Figure 1. PDN straps and rails.
Drawn at 3 px/micron. Pins as bars on the die edge.
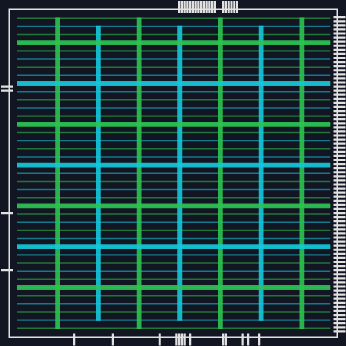
Figure 2. Placed cells, one color a class.
Drawn at 2 px/micron. Fill, decap, tap and diode cells in gray.
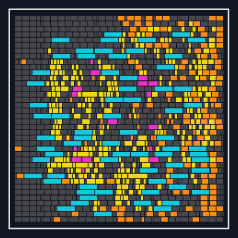
--- src/rtl/i2c_txn_arbiter.sv ---
`default_nettype none
// ============================================================================
// Module : i2c_txn_arbiter
// Round-robin sharing of one i2c_master with NACK retry and per-attempt watchdog.
// Rev    : 1.0  initial release
// ============================================================================
module i2c_txn_arbiter #(
    parameter int NUM_REQ     = 4,
    parameter int MAX_RETRY   = 2,
    parameter int TIMEOUT_CYC = 200000
) (
    input  logic                 clk,
    input  logic                 rst_n,
    input  logic [NUM_REQ-1:0]   req,
    input  logic [7*NUM_REQ-1:0] req_addr,
    input  logic [NUM_REQ-1:0]   req_rw,
    input  logic [8*NUM_REQ-1:0] req_wdata,
    output logic [NUM_REQ-1:0]   gnt,
    output logic [NUM_REQ-1:0]   done,
    output logic [7:0]           rdata,
    output logic [1:0]           err,
    output logic                 m_start,
    output logic [6:0]           m_addr,
    output logic                 m_rw,
    output logic [7:0]           m_data_in,
    input  logic [7:0]           m_data_out,
    input  logic                 m_ack_error,
    input  logic                 m_busy
);

    localparam int C_IDX_W = (NUM_REQ > 1) ? $clog2(NUM_REQ) : 1;
    localparam int C_TMR_W = $clog2(TIMEOUT_CYC + 1);
    localparam int C_RTY_W = (MAX_RETRY > 0) ? $clog2(MAX_RETRY + 1) : 1;
    localparam logic [1:0]         C_ERR_OK   = 2'b00;
    localparam logic [1:0]         C_ERR_NACK = 2'b01;
    localparam logic [1:0]         C_ERR_TMO  = 2'b10;
    localparam logic [C_TMR_W-1:0] C_TMR_LAST = C_TMR_W'(TIMEOUT_CYC - 1);
    localparam logic [C_RTY_W-1:0] C_RTY_MAX  = C_RTY_W'(MAX_RETRY);
    localparam logic [C_IDX_W-1:0] C_IDX_LAST = C_IDX_W'(NUM_REQ - 1);
    localparam logic [NUM_REQ-1:0] C_ONE      = NUM_REQ'(1);

    typedef enum logic [2:0] {
        S_IDLE  = 3'd0,
        S_LOAD  = 3'd1,
        S_ISSUE = 3'd2,
        S_WAIT  = 3'd3,
        S_DONE  = 3'd4
    } state_t;

    state_t               state_q, state_d;
    logic [C_IDX_W-1:0]   ptr_q, ptr_d, idx_q, idx_d;
    logic [C_RTY_W-1:0]   retry_q, retry_d;
    logic [C_TMR_W-1:0]   timer_q, timer_d;
    logic [1:0]           settle_q, settle_d;
    logic                 busy_s1_q, busy_s2_q, ack_s1_q, ack_s2_q;
    logic [NUM_REQ-1:0]   gnt_q, gnt_d, done_q, done_d;
    logic [7:0]           rdata_q, rdata_d, m_data_q, m_data_d;
    logic [1:0]           err_q, err_d;
    logic                 m_start_q, m_start_d, m_rw_q, m_rw_d;
    logic [6:0]           m_addr_q, m_addr_d;

    logic                 arb_found;
    logic [C_IDX_W-1:0]   arb_idx;
    logic [6:0]           sel_addr;
    logic                 sel_rw;
    logic [7:0]           sel_wdata;
    logic                 to_done;
    logic [1:0]           done_err;

    // First request at or after the pointer, wrapping around.
    always_comb begin
        int cand;
        arb_found = 1'b0;
        arb_idx   = '0;
        cand      = 0;
        for (int k = 0; k < NUM_REQ; k++) begin
            cand = int'(ptr_q) + k;
            if (cand >= NUM_REQ) cand = cand - NUM_REQ;
            if (!arb_found && req[cand[C_IDX_W-1:0]]) begin
                arb_found = 1'b1;
                arb_idx   = cand[C_IDX_W-1:0];
            end
        end
    end

    always_comb begin
        sel_addr  = '0;
        sel_rw    = 1'b0;
        sel_wdata = '0;
        for (int k = 0; k < NUM_REQ; k++) begin
            if (idx_q == C_IDX_W'(k)) begin
                sel_addr  = req_addr[7*k +: 7];
                sel_rw    = req_rw[k];
                sel_wdata = req_wdata[8*k +: 8];
            end
        end
    end

    always_comb begin
        state_d   = state_q;
        ptr_d     = ptr_q;
        idx_d     = idx_q;
        retry_d   = retry_q;
        timer_d   = timer_q;
        settle_d  = settle_q;
        gnt_d     = gnt_q;
        done_d    = '0;
        rdata_d   = '0;
        err_d     = '0;
        m_start_d = m_start_q;
        m_addr_d  = m_addr_q;
        m_rw_d    = m_rw_q;
        m_data_d  = m_data_q;
        to_done   = 1'b0;
        done_err  = C_ERR_OK;

        case (state_q)
            // A timed-out master may still be busy; wait for it before granting again.
            S_IDLE: begin
                if (arb_found && !busy_s2_q) begin
                    idx_d   = arb_idx;
                    gnt_d   = C_ONE << arb_idx;
                    state_d = S_LOAD;
                end
            end
            S_LOAD: begin
                m_addr_d  = sel_addr;
                m_rw_d    = sel_rw;
                m_data_d  = sel_wdata;
                timer_d   = '0;
                settle_d  = '0;
                m_start_d = 1'b1;
                state_d   = S_ISSUE;
            end
            S_ISSUE: begin
                timer_d = timer_q + 1'b1;
                if (timer_q == C_TMR_LAST) begin
                    to_done  = 1'b1;
                    done_err = C_ERR_TMO;
                end else if (busy_s2_q) begin
                    m_start_d = 1'b0;
                    state_d   = S_WAIT;
                end
            end
            S_WAIT: begin
                timer_d = timer_q + 1'b1;
                if (timer_q == C_TMR_LAST) begin
                    to_done  = 1'b1;
                    done_err = C_ERR_TMO;
                end else if (busy_s2_q) begin
                    settle_d = '0;
                end else if (settle_q == 2'd2) begin
                    if (ack_s2_q && retry_q < C_RTY_MAX) begin
                        retry_d = retry_q + 1'b1;
                        state_d = S_LOAD;
                    end else begin
                        to_done  = 1'b1;
                        done_err = ack_s2_q ? C_ERR_NACK : C_ERR_OK;
                    end
                end else begin
                    settle_d = settle_q + 1'b1;
                end
            end
            S_DONE: begin
                ptr_d   = (idx_q == C_IDX_LAST) ? '0 : idx_q + 1'b1;
                retry_d = '0;
                state_d = S_IDLE;
            end
            default: state_d = S_IDLE;
        endcase

        if (to_done) begin
            done_d    = gnt_q;
            gnt_d     = '0;
            err_d     = done_err;
            rdata_d   = m_rw_q ? m_data_out : 8'h00;
            m_start_d = 1'b0;
            state_d   = S_DONE;
        end
    end

    always_ff @(posedge clk or negedge rst_n) begin
        if (!rst_n) begin
            state_q   <= S_IDLE;
            ptr_q     <= '0;
            idx_q     <= '0;
            retry_q   <= '0;
            timer_q   <= '0;
            settle_q  <= '0;
            busy_s1_q <= 1'b0;
            busy_s2_q <= 1'b0;
            ack_s1_q  <= 1'b0;
            ack_s2_q  <= 1'b0;
            gnt_q     <= '0;
            done_q    <= '0;
            rdata_q   <= '0;
            err_q     <= '0;
            m_start_q <= 1'b0;
            m_addr_q  <= '0;
            m_rw_q    <= 1'b0;
            m_data_q  <= '0;
        end else begin
            state_q   <= state_d;
            ptr_q     <= ptr_d;
            idx_q     <= idx_d;
            retry_q   <= retry_d;
            timer_q   <= timer_d;
            settle_q  <= settle_d;
            busy_s1_q <= m_busy;
            busy_s2_q <= busy_s1_q;
            ack_s1_q  <= m_ack_error;
            ack_s2_q  <= ack_s1_q;
            gnt_q     <= gnt_d;
            done_q    <= done_d;
            rdata_q   <= rdata_d;
            err_q     <= err_d;
            m_start_q <= m_start_d;
            m_addr_q  <= m_addr_d;
            m_rw_q    <= m_rw_d;
            m_data_q  <= m_data_d;
        end
    end

    assign gnt       = gnt_q;
    assign done      = done_q;
    assign rdata     = rdata_q;
    assign err       = err_q;
    assign m_start   = m_start_q;
    assign m_addr    = m_addr_q;
    assign m_rw      = m_rw_q;
    assign m_data_in = m_data_q;

endmodule
`default_nettype wire

--- config.mk ---
export PLATFORM = sky130hd
export DESIGN_NAME = i2c_txn_arbiter
export DESIGN_NICKNAME = d
export VERILOG_FILES = /design/src/rtl/i2c_txn_arbiter.sv
export SDC_FILE = /design/constraint.sdc
export NUM_CORES = 1
export LEC_CHECK = 0
export CORE_MARGIN = 2
export CORE_UTILIZATION = 33
export DETAILED_ROUTE_END_ITERATION = 8
export GPL_TIMING_DRIVEN = 0
export PLACE_DENSITY = 0.61
export SYNTH_ARGS = -nofsm -noshare
export SYNTH_HDL_FRONTEND = slang
export SYNTH_SLANG_ARGS = --single-unit
--- constraint.sdc ---
create_clock -name clk -period 2.42 [get_ports clk]
set_input_delay 0.605 -clock clk [delete_from_list [all_inputs] [get_ports clk]]
set_output_delay 0.605 -clock clk [all_outputs]
set_load 0.01 [all_outputs]
==> impl_summary.log <==
[report] extracting results
INFO  metric first_pass_grt_wire_length = roughly 17 mm
INFO  metric powerComb = 2320 uW
INFO  metric regArea = ~1700 sq um
INFO  metric vias_in_the_first_global_route = 3,297
INFO  metric dpl_worst_slack = -113 ps
INFO  metric postCtsSetupBuffers = 0
INFO  metric n_all_buffers = roughly 140
INFO  metric syn_nets = ~480
INFO  metric crit_cells = 8
INFO  metric timing.fmax = 0.446 GHz
INFO  metric crit_path_frequent_cell = sky130_fd_sc_hd__a21oi_1
INFO  metric top_layer = met4
INFO  metric cp.buffers_inverters = 2
INFO  metric globalRouteMet1Util = between 20% and 30%
INFO  metric pin_count_of_the_biggest_net_entering_global_routing = between 60 and 70
INFO  metric gp_routability_congestion = 0.806
INFO  metric power.largest_group = combinational logic
INFO  metric outcome = completed
INFO  metric flow.area_growth_from_synthesis = 40.8%
INFO  metric floorplan.die.height = approximately 110 microns
INFO  metric worst_r2r_startpoint = idx_q[0]
INFO  metric portion_of_total_power_attributed_to_combinational_logic = between 40% and 50%
INFO  metric tritoncts_num_sinks = 68
INFO  metric design.final.nets = about 600
INFO  metric openroad.warnings = 29
INFO  metric grt.busiest_layer = met2
INFO  metric compound_area_share = 21.1%
INFO  metric drc = 0
INFO  metric pwr-share-clk = 17.1%
INFO  metric power_per_cell_area = ~940 nW/um^2
INFO  metric placement_rows = 38
INFO  metric timing.clock.skew = between 9 and 10 ps
INFO  metric postSynth.topFlopCell = sky130_fd_sc_hd__dfrtp_1
INFO  metric post_synth_fa_ha_maj_area_fraction = between 2 and 2.5%
INFO  metric cts_repair_resize_count = 2
INFO  metric top_cell = sky130_fd_sc_hd__dfrtp_1
INFO  metric crit_path_capture = m_addr[6]
INFO  metric crit_path_cell_trace = inv_1 > ha_1 > clkbuf_1 > nor2b_2 > a221oi_1 > nor3_1 > a21oi_1 > a21oi_1
INFO  metric synthMuxAreaShare = 1.21%
INFO  metric crit_fanout = 10
INFO  metric place.detailed.instances = 642
INFO  metric startpoint_type = flip-flop
INFO  metric lay_top_cells = sky130_fd_sc_hd__clkdlybuf4s50_1, sky130_fd_sc_hd__dfrtp_1, sky130_fd_sc_hd__a21oi_1, sky130_fd_sc_hd__nor2_1, sky130_fd_sc_hd__nor2b_1
INFO  metric syn_area = around 3600 sq um
INFO  metric synthXorXnorAreaFrac = 0%
INFO  metric swShare = 39.7%
INFO  metric synth_area_per_cell = between 9 and 10 sq um
INFO  metric instances_no_fill = about 660
INFO  metric ys_seq_elements = between 60 and 70
INFO  metric finalSetupTns = 0 ps
Notes on Figure 1 above:
VSS: drawn in green. VDD: drawn in cyan.
115 signal pins sit on the boundary. 7 straps on met4. 39 met1 rails follow the rows. The core has 38 rows.

Notes on Figure 2 above:
all other logic: drawn in yellow, cells 297, share of their area 37%. clock drivers and dummy loads: drawn in magenta, cells 16, share of their area 3.5%. flip-flops: drawn in cyan, cells 68, share of their area 35%. other buffers and delay cells: drawn in orange, cells 137, share of their area 25%.

Power is estimated from default activity; no workload was simulated.
